### The clock network, run 1

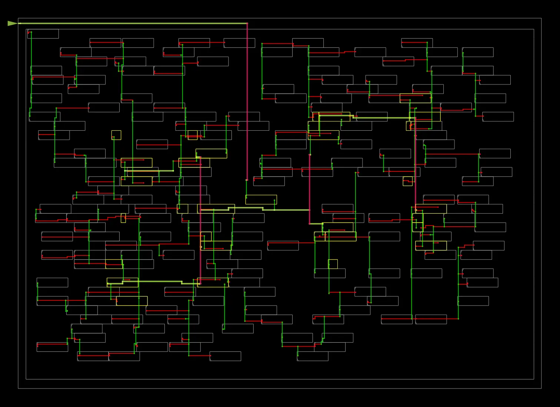
### Cells by drive strength, run 1

Bar = 50 µm.
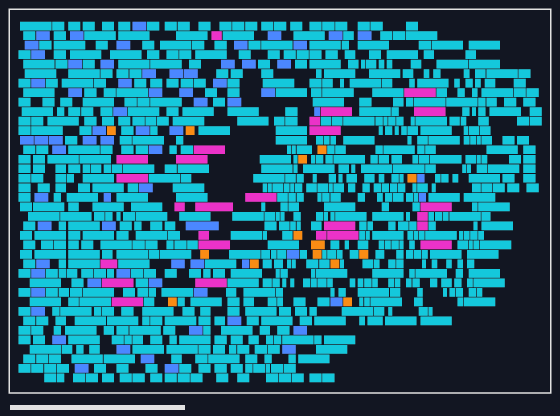
### Zoomed window, run 1

Window x 62 to 92, y 40 to 70 µm. Cells in gray, sequential cells in the stronger gray; small squares are vias.
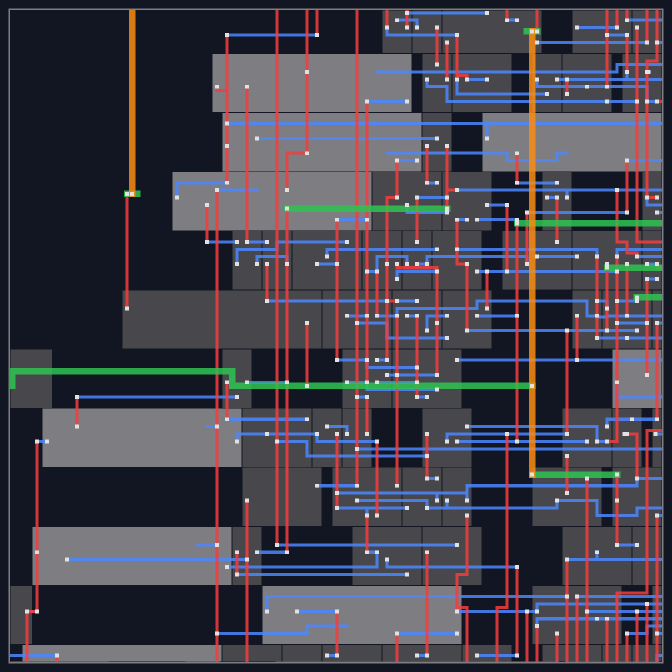
--- src/rtl/ifu.sv ---
// rtl/ifu.sv - instruction fetch unit: PC, imem handshake, op_en issue, halt/fault detection
module ifu #(
   parameter logic [31:0] RESET_PC = 32'h8000_0000,
   parameter int unsigned TIMEOUT  = 1024
) (
   input  logic        clk,
   input  logic        rst,
   output logic        imem_req,
   output logic [31:0] imem_addr,
   input  logic        imem_ready,
   input  logic        imem_rvalid,
   input  logic [31:0] imem_rdata,
   output logic [31:0] op,
   output logic        op_en,
   output logic [31:0] pc,
   input  logic        ex_end,
   input  logic [31:0] next_pc,
   input  logic        ebreak_flag,
   output logic        halted,
   output logic        fetch_fault,
   output logic [31:0] fault_pc,
   output logic [31:0] instret
);

   typedef enum logic [2:0] {FETCH, WAIT_RESP, WAIT_EX, HALT, FAULT} state_t;

   localparam logic [31:0] TMO_LAST = 32'(TIMEOUT) - 32'd1;

   state_t      state;
   logic        ex_end_q;
   logic [31:0] tmo_cnt;
   logic        tmo_hit;

   assign imem_req  = (state == FETCH);
   assign imem_addr = pc;
   // Counter starts at 0 on entry, so the TIMEOUT-th cycle in a wait state is the one that faults.
   assign tmo_hit   = (TIMEOUT != 0) && (tmo_cnt == TMO_LAST);

   always_ff @(posedge clk or posedge rst) begin
      if (rst) begin
         state       <= FETCH;
         pc          <= RESET_PC;
         op          <= '0;
         op_en       <= 1'b0;
         halted      <= 1'b0;
         fetch_fault <= 1'b0;
         fault_pc    <= '0;
         instret     <= '0;
         ex_end_q    <= 1'b0;
         tmo_cnt     <= '0;
      end else begin
         op_en <= 1'b0;
         if (state != WAIT_EX)
            ex_end_q <= ex_end;
         case (state)
            FETCH: begin
               if (imem_ready) begin
                  state   <= WAIT_RESP;
                  tmo_cnt <= '0;
               end
            end
            WAIT_RESP: begin
               if (imem_rvalid) begin
                  op      <= imem_rdata;
                  op_en   <= 1'b1;
                  state   <= WAIT_EX;
                  tmo_cnt <= '0;
               end else if (tmo_hit) begin
                  state       <= FAULT;
                  fetch_fault <= 1'b1;
                  fault_pc    <= pc;
               end else begin
                  tmo_cnt <= tmo_cnt + 32'd1;
               end
            end
            WAIT_EX: begin
               if (ex_end != ex_end_q) begin
                  ex_end_q <= ex_end;
                  instret  <= instret + 32'd1;
                  if (ebreak_flag) begin
                     state  <= HALT;
                     halted <= 1'b1;
                  end else if (next_pc[1:0] != 2'b00) begin
                     state       <= FAULT;
                     fetch_fault <= 1'b1;
                     fault_pc    <= next_pc;
                  end else begin
                     pc    <= next_pc;
                     state <= FETCH;
                  end
               end else if (tmo_hit) begin
                  state       <= FAULT;
                  fetch_fault <= 1'b1;
                  fault_pc    <= pc;
               end else begin
                  tmo_cnt <= tmo_cnt + 32'd1;
               end
            end
            default: ;
         endcase
      end
   end

endmodule

--- config.mk ---
export PLATFORM = sky130hd
export DESIGN_NAME = ifu
export DESIGN_NICKNAME = d
export VERILOG_FILES = /design/src/rtl/ifu.sv
export SDC_FILE = /design/constraint.sdc
export NUM_CORES = 1
export LEC_CHECK = 0
export CAP_MARGIN = 10
export CORE_ASPECT_RATIO = 0.7
export CORE_MARGIN = 2
export CORE_UTILIZATION = 47
export DETAILED_ROUTE_END_ITERATION = 8
export PLACE_DENSITY = 0.82
export SYNTH_ARGS = -nofsm -noshare
export SYNTH_HDL_FRONTEND = slang
export SYNTH_SLANG_ARGS = --single-unit
--- constraint.sdc ---
create_clock -name clk -period 5.85 [get_ports clk]
set_input_delay 0.585 -clock clk [delete_from_list [all_inputs] [get_ports clk]]
set_output_delay 0.585 -clock clk [all_outputs]
set_load 0.05 [all_outputs]
==> impl_summary.log, run 1 <==
[report] implementation figures
[metrics] required time at the worst-slack endpoint: 6170 ps
[metrics] delay contributed by the slowest stage of the critical path: 1020 ps
[metrics] nets: 903
[metrics] result of the run: complete, no violations
[metrics] post-synth tally of flip-flops with integrated enable: 0
[metrics] number of resized instances in the post-cts repair step: 0
[metrics] layout multi-input combinational cell count: 398
[metrics] max-cap viol count: 0
[metrics] total routing resource utilization after global routing: 23.6%
[metrics] Dominant flop cell: dfrtp_1
[metrics] fraction of area in clock buffers and inverters: 5.49%
[metrics] area enclosed by the die boundary: 0.0169 mm²
[metrics] upper clock frequency limit: 0.327 GHz
[metrics] I/O pin total: 234
[metrics] initial antenna violation count: 0
[metrics] global-route wire length before repair: 31,200 µm
[metrics] Area leader share: 55.8%
[metrics] vias per inst: 5.48
[metrics] crit path from: ex_end
[metrics] largest fanout of any net on the critical path: 34
[metrics] via count of the first global-routing pass: 5,741
[metrics] leading post-synthesis cells by cell area: dfrtp_1, mux2_2, xnor2_1, a2bb2oi_1, buf_4
[metrics] power dissipated in the clock network: 1.08 mW
[metrics] post-synthesis cell type count: 45
[metrics] data-path buffer share of cell area in the final layout: 23.3%
[metrics] Placed Area: 0.00972 mm²
[metrics] nature of the critical path endpoint: register
[metrics] endpoint of the worst register-to-register path: imem_addr[15]
[metrics] async set-or-reset flop fraction in the synthesized netlist: 100%
[metrics] floorplan utilization: 48.1%
[metrics] deepest clock path buffer count: 2
[metrics] total negative slack: 0 ps
[metrics] FF-to-FF path depth: 5
[metrics] Commonest Layout Cell: clkdlybuf4s50_1
[metrics] CTS Root Buffer Type: clkbuf_16
[metrics] register area share after synthesis: 56.1%
[metrics] placer congestion estimate: 0.774
[metrics] hold-critical path depth: 1
[metrics] cell group occupying the most layout area: sequential cells
[metrics] XOR Share, Synth: 5.76%
[metrics] Std-Cell Core Area: 0.0155 mm²
[metrics] Power Combinational: 3.18 mW
[metrics] signed area change from the synthesized netlist to the final layout: 38.1%
[metrics] vias after detailed routing: 5,722
[metrics] maximum number of pins on one net before global-route repair: 104
[metrics] CTS H-tree depth: 4
[metrics] critical path depth in cells: 8
[metrics] sequential cell area: 0.00418 mm²
[metrics] TritonCTS buffer count: 17
[metrics] Register-to-Register Setup Slack: 2850 ps
[metrics] fraction of area in registers: 40.6%
[metrics] Critical Path, Cell by Cell: clkdlybuf4s50_1 > xor2_1 > buf_4 > a21oi_1 > o21a_1 > o21a_1 > buf_4 > a2bb2oi_1
[metrics] max-slew violation count: 0
[metrics] Comb pwr share: 52.3%
[metrics] remaining global-route overflow: 0
[metrics] source of the worst register-to-register timing path: state[1]
[metrics] total cells reported by yosys after synthesis: 638
[metrics] total power: 6.08 mW
[metrics] layout cell share with drive strength beyond 1: 13.0%
[metrics] setup violators final: 0
[metrics] Tool Warnings: 28
[metrics] Sw Ratio: 47.3%
[metrics] # rows: 38
[metrics] post-synthesis register bit count: 167
[metrics] Post-Route Skew: 10.7 ps
[metrics] post-synthesis area per instance: 11.7 µm²
[metrics] number of non-clock inverters: 5
[metrics] library cell with the highest instance count after synthesis: dfrtp_1
[metrics] antenna fix cells: 0
[metrics] share of the clock period used by the worst path after layout: 52.4%
[metrics] count of synthesis-stage warnings from yosys: 0
[metrics] multi-input gate area in the final layout: 0.00287 mm²
[metrics] Dominant comb cell: simple AND/OR/NAND/NOR gates
[metrics] hold crit path type: register to register
[metrics] Layout fillers: 1,191
[metrics] setup repair after global routing missed its margin: false
[metrics] crit path to: fault_pc[8]
[metrics] HPWL reported at the end of detailed placement: 13,700 µm
[metrics] Static Leakage: 4.32 nW
[metrics] iteration-0 DRC count of the detailed router: 379
About 'The clock network':
later-pin clock latency in the skew report: 410 ps
CTS Sinks: 167
clock buffer count in the final layout: 20
number of flip-flops and latches: 167

About 'Cells by drive strength':
- drive 1 or less: cyan (cells 734; share 87%)
- drive 3 to 4: orange (cells 14; share 1.7%)
- drive 2: blue (cells 70; share 8.3%)
- drive 6 and up: magenta (cells 26; share 3.1%)
number of signal-net buffers in the layout: 242
final design area excluding fillers: 0.0103 mm²
worst setup margin: 2790 ps

About 'Zoomed window':
- met4: orange
- met2: red
- met1: blue
- met3: green
- cells with their middle in the window: 55
- most frequent: nor2_1 (8), nand2_1 (8)
- netlist names of flops here include: tmo_cnt (6), state (1)
- sequential cells in the window: 7

## run 1: registers in the layout, summed over array words and instances, names as in the netlist
name and cells:
ex_end_q 1, fault_pc 32, fetch_fault 1, halted 1
imem_addr 32, instret 32, op 32, op_en 1
state 3, tmo_cnt 32
## run 1: routing by layer
layer	routed length, µm	vias up	GRT usage (%)	part of all wire (%)
met4	254	0	5.42	1.3
met1	8670	2823	31.8	44
met5	0	-	0	0
li1	-	2686	-	-
met3	1480	21	7.65	7.5
met2	9380	192	37.9	47
## run 1: per-stage QoR
stage | worst slack (ps) | hold slack, ps | std cells
floorplan | 748 | 510 | 638
global placement | 2570 | 463 | 1012
detailed placement | 2410 | 468 | 1012
CTS | 2790 | 477 | 1044
global route | 2630 | 494 | 1044
finish | 2790 | 472 | 1044
## Run 2: what changed since run 1
Settings changed: CORE_UTILIZATION 47 to 42, PLACE_DENSITY 0.82 to 0.77.
Clock period 5.85 ns to 2.5 ns, I/O delays scaled along.
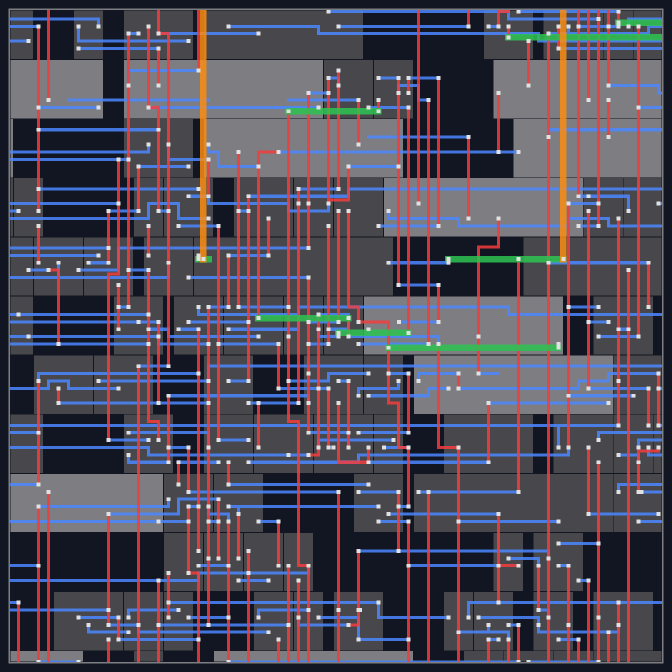
*Zoomed window, run 2*
Window x 67 to 97, y 43 to 73 µm. Cells in gray, sequential cells in the stronger gray; small squares are vias.
- met3: green
- met1: blue
- met4: orange
- met2: red
- netlist names of flops here include: tmo_cnt (5)
- cells with their middle in the window: 71
- most frequent: dfrtp_1 (8), nand2_1 (7), buf_4 (7)
- sequential cells in the window: 8

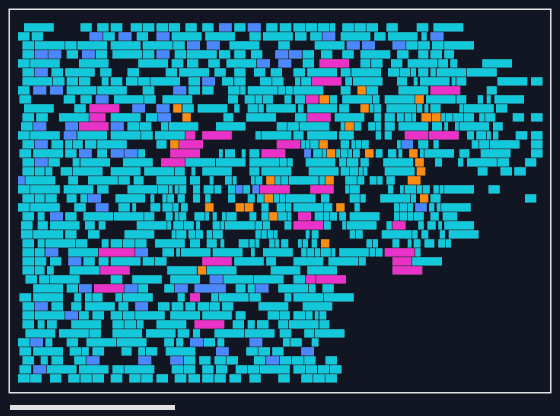
*Cells by drive strength, run 2*
Bar = 50 µm.
- drive 2: blue (cells 69; share 8.0%)
- drive 1 or less: cyan (cells 733; share 85%)
- drive 3 to 4: orange (cells 28; share 3.2%)
- drive 6 and up: magenta (cells 33; share 3.8%)
final design area excluding fillers: 0.0106 mm²
number of signal-net buffers in the layout: 262
worst setup margin: 164 ps
signed area change from the synthesized netlist to the final layout: 42.0%

==> impl_summary.log, run 2 <==
[report] implementation figures
[metrics] result of the run: complete, no violations
[metrics] CTS Sinks: 167
[metrics] met1 usage: 29.0%
[metrics] buffering stage count on the worst path with inverters included: 2
[metrics] deepest clock path buffer count: 2
[metrics] total power: 14.4 mW
[metrics] antenna fix cells: 0
[metrics] setup slack after placement: 84.4 ps
[metrics] remaining global-route overflow: 0
[metrics] library cell with the highest instance count after synthesis: dfrtp_1
[metrics] Dominant flop cell: dfrtp_1
[metrics] Die X: 163 µm
[metrics] source of the worst register-to-register timing path: tmo_cnt[0]
[metrics] required time at the worst-slack endpoint: 2250 ps
[metrics] leading power group: combinational cells
[metrics] crit path from: state[0]
[metrics] placer congestion estimate: 0.832
[metrics] HPWL reported at the end of detailed placement: 13,600 µm
[metrics] setup repair after global routing missed its margin: false
[metrics] FF-to-FF path depth: 7
[metrics] post-synthesis register bit count: 167
[metrics] post-route DRC violation count: 0
[metrics] routed wire length on met3: 1590 µm
[metrics] area enclosed by the die boundary: 0.0188 mm²
[metrics] count of synthesis-stage warnings from yosys: 0
[metrics] Max transition margin: 60.8%
[metrics] total routing resource utilization after global routing: 21.6%
[metrics] wire length per cell: 18.3 µm
[metrics] iteration-0 DRC count of the detailed router: 309
[metrics] delay contributed by the slowest stage of the critical path: 860 ps
[metrics] cell-internal power: 7.62 mW
[metrics] Power Combinational: 7.61 mW
[metrics] final hold slack: 311 ps
[metrics] Std-Cell Core Area: 0.0173 mm²
[metrics] number of hold-slack violations in the final timing report: 0
[metrics] global-route wire length before repair: 31,700 µm
[metrics] slew at the pin closest to its max-slew limit: 586 ps
[metrics] layout cell share with drive strength beyond 1: 15.1%
[metrics] Largest delay share family, worst path: buffers and inverters
[metrics] power per cell area: 1360 mW/mm²
[metrics] total negative slack: 0 ps
[metrics] Port Buffers: 233
[metrics] startpoint kind of the worst setup timing path: register
[metrics] cell accounting for the most synthesized area: dfrtp_1
[metrics] Layout fillers: 1,393
[metrics] mux share of post-synthesis cell area: 9.51%
[metrics] ao+oa area frac: 9.81%
[metrics] post-synthesis area per instance: 11.7 µm²
[metrics] endpoint of the worst register-to-register path: fault_pc[24]
[metrics] clock network fraction of design power: 18.1%
[metrics] TritonCTS buffer count: 17
[metrics] register area share after synthesis: 56.1%
[metrics] critical path depth in cells: 3
[metrics] Synth top cells by count: dfrtp_1, mux2_2, xnor2_1
[metrics] most frequent logic cells in the routed design: clkdlybuf4s50_1, dfrtp_1, mux2_2, xnor2_1
[metrics] wire length reported by the detailed router: 20,000 µm
[metrics] Setup Buffers After CTS: 0
[metrics] cell with the biggest individual delay on the critical path: clkdlybuf4s50_1
[metrics] Critical Path, Cell by Cell: buf_4 > nor3_1 > clkdlybuf4s50_1
[metrics] maximum number of pins on one net before global-route repair: 73
[metrics] leading post-synthesis cells by cell area: dfrtp_1, mux2_2, xnor2_1, a2bb2oi_1, buf_4
[metrics] Synthesized Nets: 710
[metrics] upper clock frequency limit: 0.428 GHz
[metrics] gate count after technology mapping: 638
[metrics] XOR Share, Synth: 5.76%
[metrics] # rows: 40
[metrics] CTS H-tree depth: 4
[metrics] Detail Route Antenna Nets: 0
[metrics] floorplan die height: 115 µm
[metrics] routing usage on met2: 32.4%
[metrics] via count of the first global-routing pass: 5,834
[metrics] power dissipated in the clock network: 2.61 mW
[metrics] top sig layer: met4
[metrics] portion of total power attributed to sequential cells: 29.0%
[metrics] number of standard cells in the final layout excluding fillers: 1,094
[metrics] nets: 923
[metrics] Finished Core Util: 61.3%
[metrics] post-synthesis cell type count: 45
[metrics] share of the clock period used by the worst path after layout: 93.5%
[metrics] total cells reported by yosys after synthesis: 638
[metrics] Placed Area: 0.0100 mm²
[metrics] Comb pwr share: 52.9%
[metrics] initial antenna violation count: 0
[metrics] YS chip area: 0.00745 mm²
[metrics] number of cells in the design after placement: 1,063
[metrics] hold crit path type: input port to async pin
[metrics] TritonRoute pass-1 iters: 4
[metrics] async set-or-reset flop fraction in the synthesized netlist: 100%
[metrics] max-slew violation count: 0
[metrics] Arr. time, crit path: 2090 ps
[metrics] post-route met1 wirelength: 9100 µm
[metrics] Post-Route Skew: 15.3 ps
[metrics] post-synth tally of flip-flops with integrated enable: 0
[metrics] arithmetic-cell share of the synthesized area counting full adders, half adders and majority gates: 0.336%
[metrics] setup violators final: 0
[metrics] clock tree from TritonCTS: done
[metrics] Worst VDD drop: 1180 µV
[metrics] later-pin clock latency in the skew report: 430 ps
[metrics] max-cap viol count: 0
[metrics] crit path to: imem_req
[metrics] CTS Hold Bufs: 0
[metrics] number of resized instances in the post-cts repair step: 0
[metrics] Commonest Layout Cell: clkdlybuf4s50_1
[metrics] CTS Root Buffer Type: clkbuf_16
[metrics] nature of the critical path endpoint: output pin
[metrics] vias after detailed routing: 5,794
[metrics] total standard cell area after synthesis: 0.00745 mm²
[metrics] area share of and/or/nand/nor cells after synthesis: 13.0%
[metrics] largest fanout of any net on the critical path: 10
[metrics] Sw Ratio: 47.0%
[metrics] routing layer with the top usage in global route: met2
[metrics] floorplan utilization: 43.1%
[metrics] vias per inst: 5.30
[metrics] routed length on met2: 9180 µm
[metrics] CTS clk-pin slew, worst paths: 70 ps
[metrics] Static Leakage: 4.46 nW
[metrics] M3 GR Usage: 8.77%
[metrics] total sequential power: 4.17 mW
[metrics] Setup Crit Path Kind: register to output pin
[metrics] Final Critical Period: 2340 ps
[metrics] Dominant comb cell: simple AND/OR/NAND/NOR gates
[metrics] I/O pin total: 234
[metrics] Net Sw Power: 6.77 mW
[metrics] Register-to-Register Setup Slack: 230 ps
[metrics] Tool Warnings: 26
[metrics] Area leader share: 55.8%
==> run 2: cell counts after synthesis <==
No cell type changed its count.
==> run 2: cell type report <==
type | instances | area (µm²) | area share [%]
inverters | 5 | 22.5 | 0.213
repair buffers | 262 | 2640 | 24.9
clock inverters | 12 | 139 | 1.31
flip-flops and latches | 167 | 4180 | 39.5
multi-input cells | 398 | 2870 | 27.1
clock buffers | 19 | 443 | 4.19
well taps | 231 | 289 | 2.73
==> run 2: cell families (layout without fill, tap and decap cells) <==
family	Yosys count	in the layout
AND/OR/NAND/NOR	178	178
buffers and inverters	73	298
AND-OR/OR-AND	106	106
flip-flops	167	167
multiplexers	63	63
XOR/XNOR	49	49
adder cells (fa/ha/maj)	2	2
Power figures rest on the tool's default switching activity, not on a simulated workload.
